**Run 1: routed clock nets over the placement**

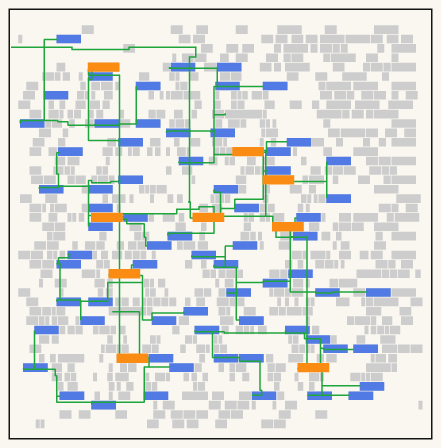
**Run 1: pin placement**

Pins as bars across the die edge, other pins in gray.
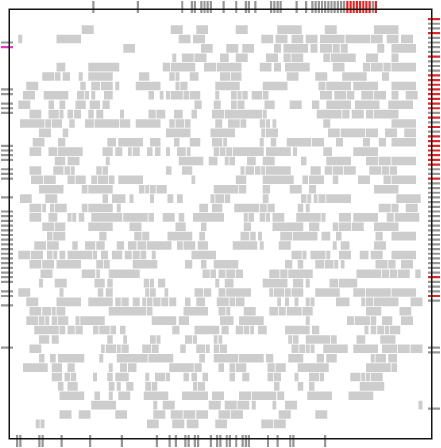
**Run 1: placed cells, one color a class**

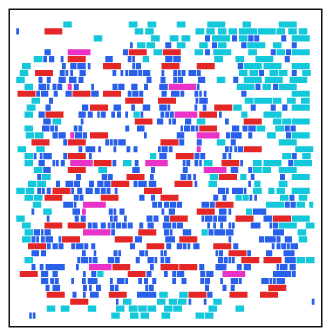
===== src/rtl/fetch_ctrl_if.sv =====
// Fetch-side bus bundle: instruction memory request/response and instruction buffer push.
// master = fetch controller, slave = memory/buffer side.
interface fetch_ctrl_if;
    logic        mem_req_valid;
    logic [31:0] mem_req_addr;
    logic        mem_req_ready;
    logic        mem_rsp_valid;
    logic [31:0] mem_rsp_data;
    logic        ib_push_valid;
    logic [31:0] ib_push_pc;
    logic [31:0] ib_push_insn;

    modport master (
        output mem_req_valid, mem_req_addr,
        output ib_push_valid, ib_push_pc, ib_push_insn,
        input  mem_req_ready, mem_rsp_valid, mem_rsp_data
    );

    modport slave (
        input  mem_req_valid, mem_req_addr,
        input  ib_push_valid, ib_push_pc, ib_push_insn,
        output mem_req_ready, mem_rsp_valid, mem_rsp_data
    );
endinterface


===== src/rtl/fetch_ctrl.sv =====
// Credit-limited in-order instruction fetch sequencer feeding the instruction buffer.
// Optional FETCH_CTRL_PERF_EN adds stall-cycle and dropped-response counters.
module fetch_ctrl #(
    parameter int unsigned IBUFFER_SZ      = 8,
    parameter int unsigned MAX_OUTSTANDING = 2,
    parameter logic [31:0] RESET_PC        = 32'h0
) (
    input  logic               clock,
    input  logic               reset,
    input  logic               squash_in,
    input  logic [31:0]        redirect_pc_in,
    input  logic               dispatch_valid_in,
    fetch_ctrl_if.master       bus
`ifdef FETCH_CTRL_PERF_EN
    ,
    output logic [31:0]        perf_stall_cycles,
    output logic [31:0]        perf_dropped_rsp
`endif
);

    localparam int OCC_W = $clog2(IBUFFER_SZ) + 1;
    localparam int OUT_W = $clog2(MAX_OUTSTANDING) + 1;
    localparam int SUM_W = ((OCC_W > OUT_W) ? OCC_W : OUT_W) + 1;
    localparam logic [OCC_W-1:0] OCC_ONE = 1;
    localparam logic [OUT_W-1:0] OUT_ONE = 1;

    typedef enum logic [1:0] {IDLE, RUN, DRAIN} state_t;

    state_t           fsm;
    logic [31:0]      fetch_pc;
    logic [31:0]      rsp_pc;
    logic [OCC_W-1:0] occ;
    logic [OUT_W-1:0] outst;

    logic             credit_ok;
    logic             req_valid;
    logic             push_valid;
    logic             accept;
    logic             dispatch_dec;
    logic [OCC_W-1:0] occ_next;
    logic [OUT_W-1:0] outst_next;

    // Credits cover both buffered and in-flight words so the buffer can never overflow.
    always_comb begin
        credit_ok    = ((SUM_W'(occ) + SUM_W'(outst)) < SUM_W'(IBUFFER_SZ)) &&
                       (outst < OUT_W'(MAX_OUTSTANDING));
        req_valid    = reset && (fsm == RUN) && !squash_in && credit_ok;
        push_valid   = reset && (fsm == RUN) && !squash_in && bus.mem_rsp_valid;
        accept       = req_valid && bus.mem_req_ready;
        dispatch_dec = dispatch_valid_in && (occ != '0);

        occ_next = occ;
        if (push_valid && !dispatch_dec) begin
            occ_next = occ + OCC_ONE;
        end else if (!push_valid && dispatch_dec) begin
            occ_next = occ - OCC_ONE;
        end

        outst_next = outst;
        if (accept && !(bus.mem_rsp_valid && (outst != '0))) begin
            outst_next = outst + OUT_ONE;
        end else if (!accept && bus.mem_rsp_valid && (outst != '0)) begin
            outst_next = outst - OUT_ONE;
        end
    end

    assign bus.mem_req_valid = req_valid;
    assign bus.mem_req_addr  = fetch_pc;
    assign bus.ib_push_valid = push_valid;
    assign bus.ib_push_pc    = rsp_pc;
    assign bus.ib_push_insn  = push_valid ? bus.mem_rsp_data : 32'h0;

    // Squash reloads both PCs and parks in DRAIN until every stale response has returned.
    always_ff @(posedge clock) begin
        if (!reset) begin
            fsm      <= IDLE;
            fetch_pc <= RESET_PC;
            rsp_pc   <= RESET_PC;
            occ      <= '0;
            outst    <= '0;
        end else begin
            outst <= outst_next;
            if (squash_in) begin
                fetch_pc <= redirect_pc_in & ~32'h3;
                rsp_pc   <= redirect_pc_in & ~32'h3;
                occ      <= '0;
                fsm      <= (outst_next != '0) ? DRAIN : RUN;
            end else begin
                occ <= occ_next;
                if (accept) begin
                    fetch_pc <= fetch_pc + 32'd4;
                end
                if (push_valid) begin
                    rsp_pc <= rsp_pc + 32'd4;
                end
                case (fsm)
                    IDLE:    fsm <= RUN;
                    RUN:     fsm <= RUN;
                    DRAIN:   if (outst_next == '0) fsm <= RUN;
                    default: fsm <= IDLE;
                endcase
            end
        end
    end

`ifdef FETCH_CTRL_PERF_EN
    always_ff @(posedge clock) begin
        if (!reset) begin
            perf_stall_cycles <= 32'h0;
            perf_dropped_rsp  <= 32'h0;
        end else begin
            if ((fsm == RUN) && !squash_in && !credit_ok) begin
                perf_stall_cycles <= perf_stall_cycles + 32'd1;
            end
            if (bus.mem_rsp_valid && (squash_in || (fsm == DRAIN))) begin
                perf_dropped_rsp <= perf_dropped_rsp + 32'd1;
            end
        end
    end
`endif

endmodule


===== src/flat_wrapper.sv =====
// flat-port wrapper written by rule: the top's interface ports become plain ports
module fetch_ctrl_flat 
#(
    parameter int unsigned IBUFFER_SZ      = 8,
    parameter int unsigned MAX_OUTSTANDING = 2,
    parameter logic [31:0] RESET_PC        = 32'h0
)
  (clock, reset, squash_in, redirect_pc_in, dispatch_valid_in, bus_mem_req_valid, bus_mem_req_addr, bus_ib_push_valid, bus_ib_push_pc, bus_ib_push_insn, bus_mem_req_ready, bus_mem_rsp_valid, bus_mem_rsp_data);
  fetch_ctrl_if bus_i ();
  input  logic clock;
  input  logic reset;
  input  logic squash_in;
  input  logic [31:0] redirect_pc_in;
  input  logic dispatch_valid_in;
  output wire logic [$bits(bus_i.mem_req_valid)-1:0] bus_mem_req_valid;
  output wire logic [$bits(bus_i.mem_req_addr)-1:0] bus_mem_req_addr;
  output wire logic [$bits(bus_i.ib_push_valid)-1:0] bus_ib_push_valid;
  output wire logic [$bits(bus_i.ib_push_pc)-1:0] bus_ib_push_pc;
  output wire logic [$bits(bus_i.ib_push_insn)-1:0] bus_ib_push_insn;
  input wire logic [$bits(bus_i.mem_req_ready)-1:0] bus_mem_req_ready;
  input wire logic [$bits(bus_i.mem_rsp_valid)-1:0] bus_mem_rsp_valid;
  input wire logic [$bits(bus_i.mem_rsp_data)-1:0] bus_mem_rsp_data;
  assign bus_mem_req_valid = bus_i.mem_req_valid;
  assign bus_mem_req_addr = bus_i.mem_req_addr;
  assign bus_ib_push_valid = bus_i.ib_push_valid;
  assign bus_ib_push_pc = bus_i.ib_push_pc;
  assign bus_ib_push_insn = bus_i.ib_push_insn;
  assign bus_i.mem_req_ready = bus_mem_req_ready;
  assign bus_i.mem_rsp_valid = bus_mem_rsp_valid;
  assign bus_i.mem_rsp_data = bus_mem_rsp_data;
  fetch_ctrl #(.IBUFFER_SZ(IBUFFER_SZ), .MAX_OUTSTANDING(MAX_OUTSTANDING), .RESET_PC(RESET_PC)) u_core (.clock(clock), .reset(reset), .squash_in(squash_in), .redirect_pc_in(redirect_pc_in), .dispatch_valid_in(dispatch_valid_in), .bus(bus_i));
endmodule

===== config.mk =====
export PLATFORM = sky130hd
export DESIGN_NAME = fetch_ctrl_flat
export DESIGN_NICKNAME = d
export VERILOG_FILES = /design/src/rtl/fetch_ctrl_if.sv /design/src/rtl/fetch_ctrl.sv /design/src/flat_wrapper.sv
export SDC_FILE = /design/constraint.sdc
export NUM_CORES = 1
export LEC_CHECK = 0
export CELL_PAD_IN_SITES_DETAIL_PLACEMENT = 0
export CELL_PAD_IN_SITES_GLOBAL_PLACEMENT = 1
export CORE_AREA = 2 2 120 122
export DETAILED_ROUTE_END_ITERATION = 10
export DIE_AREA = 0 0 122 124
export PLACE_DENSITY_LB_ADDON = 0.1
export SLEW_MARGIN = 20
export SYNTH_ARGS = -nofsm -noshare
export SYNTH_HDL_FRONTEND = slang
export SYNTH_SLANG_ARGS = --single-unit

===== constraint.sdc =====
create_clock -name clock -period 3.4 [get_ports clock]
set_input_delay 0.34 -clock clock [delete_from_list [all_inputs] [get_ports clock]]
set_output_delay 0.34 -clock clock [all_outputs]
set_load 0.1 [all_outputs]

==> flow_metrics.tcl, run 1 <==
# implementation run metrics
set metrics [dict create \
    cts_sinks 68 \
    rows 43 \
    status "finished clean" \
    antennaDiodeCount 0 \
    wl_met2_um 7936 \
    r2r_cells 6 \
    yosys_warnings 0 \
    insertion_delay_ps 350 \
    routed.top_layer "met4" \
    drc 0 \
    num_vias 4866 \
    power.density_nw_per_um2 453.2 \
    ant_nets 0 \
    ys_sh_xor 0.03931 \
    pin_count 168 \
    pwr-share-clk 0.332 \
    min_path_type "input port to flop" \
    place_area_um2 6336 \
    p_clk_mw 1.00 \
    grt_util_all_layers 0.2161 \
    synth.distinct_cells 66 \
    fin_hold_ws_ps 456.0 \
    crit_start "reset" \
    crit_path_max_incr_delay_ps 850 \
    pg_seq_mw 0.953 \
    place_congestion 0.8211 \
    r2r_slack_ps 860 \
    area.combinational_um2 2630 \
    seq_share 0.2050 \
    grt_max_degree 47 \
    post-place-ws_ps 497.8 \
    setup_tns_ps 0 \
    synthFlopType "dfxtp_1" \
    crit_cells 7 \
    final_util 0.4841 \
    ys_top_logic_family "simple AND/OR/NAND/NOR gates" \
    nNetsFinal 774 \
    hold_buffers 0 \
    r2r_end "u_core.bus.mem_req_addr[26]" \
    end_kind "flop" \
    crit_slowest_cell "nor2_1" \
    maxCapViolations 0 \
    final-instance-count-excl-fill 880 \
    place.port_buffers 161 \
    worstPathArrival_ps 2810 \
    dp_cells 865 \
    viasPerCell 5.530 \
    crit_end "u_core.bus.mem_req_addr[26]" \
    use_met3 0.04762 \
]
## Picture notes: 'routed clock nets over the placement'
[blue] flip-flops | count: 68
[orange] clock-net drivers | count: 9
[green] clock wires | length: 1140 um
flops lie: spread over the die

## Picture notes: 'pin placement'
[magenta] clock | pins: 1 | direction: input | edge: left
[red] bus_ib_push_insn | pins: 32 | direction: output | edge: 23 right, 9 top

## Picture notes: 'placed cells, one color a class'
[blue] remaining logic cells | cells: 444
[magenta] clock drivers and dummy loads | cells: 15
[red] registers | cells: 68
[cyan] remaining buffers and delay cells | cells: 173

-- run 1: layout by cell type, fill, tap and decap left out, types with 12 or more instances in the layout --
master,instances
a21oi_1,43
a31oi_1,20
and3_1,35
buf_12,34
buf_4,12
clkdlybuf4s50_1,126
dfxtp_1,68
inv_1,20
nand2_1,50
nand3_1,22
nand4_1,16
nor2_1,33
nor3_1,19
nor4_1,13
o21ai_0,30
xnor2_1,13
-- run 1: sequential cells by signal, indices dropped and copies added (netlist names) --
signal                   cells
u_core.outst                 2
u_core.bus.ib_push_pc       30
u_core.occ                   4
u_core.bus.mem_req_addr     30
u_core.fsm                   2
**Run 1: congestion heat map**

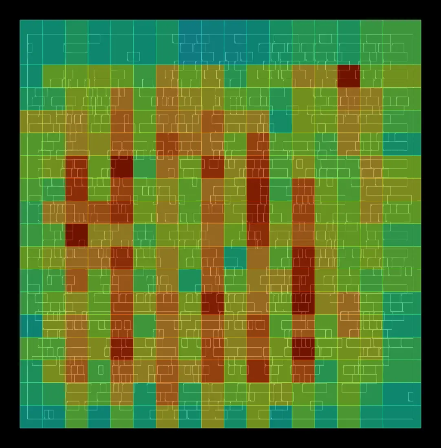

## Run 2: what changed since run 1
==> constraint.sdc (replaced) <==
create_clock -name clock -period 2.37 [get_ports clock]
set_input_delay 0.237 -clock clock [delete_from_list [all_inputs] [get_ports clock]]
set_output_delay 0.237 -clock clock [all_outputs]
set_load 0.1 [all_outputs]
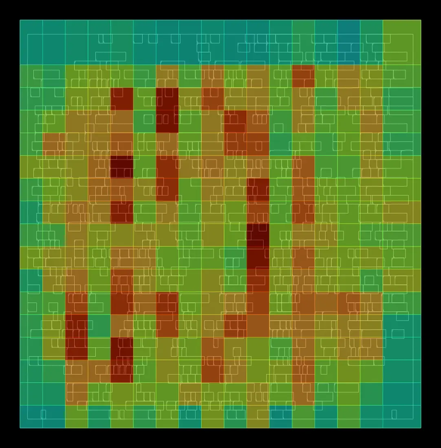
**Above:** run 2 (congestion heat map).
Final Util: 0.4965
grt met1 use: 0.2582
routing usage on met3: 0.04579
Global Route Usage Sum: 0.2224

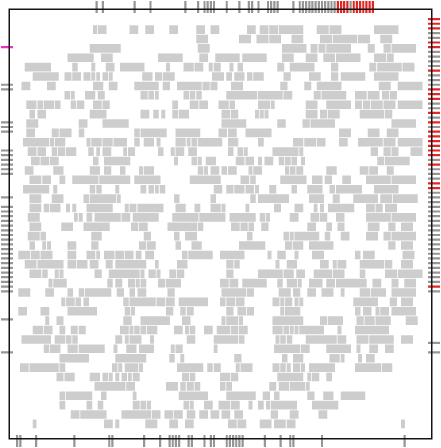
**Above:** run 2 (pin placement).
Pins as bars across the die edge, other pins in gray.
[red] bus_ib_push_insn | pins: 32 | direction: output | edge: 21 right, 11 top
[magenta] clock | pins: 1 | direction: input | edge: left
all pins by edge: 61 right, 44 top, 34 left, 29 bottom

==> run 2 against run 1 <==
Routed wire length rose by 3.5%. Worst setup slack got worse by 690 ps. Core utilization rose by 1.2 points. Highest routed layer unchanged. First-iteration DRC count rose by 22%. Area after synthesis did not move.
==> flow_metrics.tcl, run 2 <==
# implementation run metrics
set metrics [dict create \
    crit_slowest_cell "dfxtp_1" \
    dp_cells 888 \
    synth.distinct_cells 66 \
    power.density_nw_per_um2 634.4 \
    r2r_cells 9 \
    maxCapViolations 0 \
    worstPathArrival_ps 2420 \
    end_kind "flop" \
    wl_met2_um 8506 \
    r2r_slack_ps 160 \
    fin_hold_ws_ps 467.9 \
    rows 43 \
    synthFlopType "dfxtp_1" \
    antennaDiodeCount 0 \
    viasPerCell 5.423 \
    hold_buffers 0 \
    min_path_type "input port to flop" \
    insertion_delay_ps 350 \
    drc 0 \
    cts_sinks 68 \
    status "finished clean" \
    place.port_buffers 161 \
    final-instance-count-excl-fill 905 \
    grt_max_degree 48 \
    nNetsFinal 798 \
    layout_top_cell "buf_4" \
    r2r_end "u_core.bus.mem_req_addr[10]" \
    routed.top_layer "met4" \
    num_vias 4908 \
    crit_start "u_core.outst[1]" \
    place_congestion 0.7931 \
    place_area_um2 6457 \
    post-place-ws_ps -338.8 \
    crit_path_max_incr_delay_ps 420 \
    ys_top_logic_family "simple AND/OR/NAND/NOR gates" \
]
[run 2: power groups by stage]
stage	clock network, mW	registers [mW]	logic, mW
final	1.39	1.38	1.56
after detailed placement	0	1.40	1.55
after global placement	0	1.39	1.53
after CTS	1.42	1.37	1.56
after global routing	1.46	1.39	1.64
after floorplan	0	1.83	0.614
[run 2: final cells by class]
class,instances,area (um2)
Fill cell,1333,6908
Multi-Input combinational cell,422,2683
Timing Repair Buffer,197,2067
Sequential cell,68,1444
Clock buffer,13,292.8
Tap cell,180,225.2
Inverter,22,85.08
Clock inverter,3,15.01
[run 2: critical path, delay by kind of cell (launching register included)]
kind                     cells  cell delay, ps
AND-OR/OR-AND                3             410
buffers and inverters        3             530
XOR/XNOR                     1             170
adder cells (fa/ha/maj)      1             260
flip-flops                   1             420
AND/OR/NAND/NOR              1             280
No activity file was given, so power comes from the tool's default toggle rates.
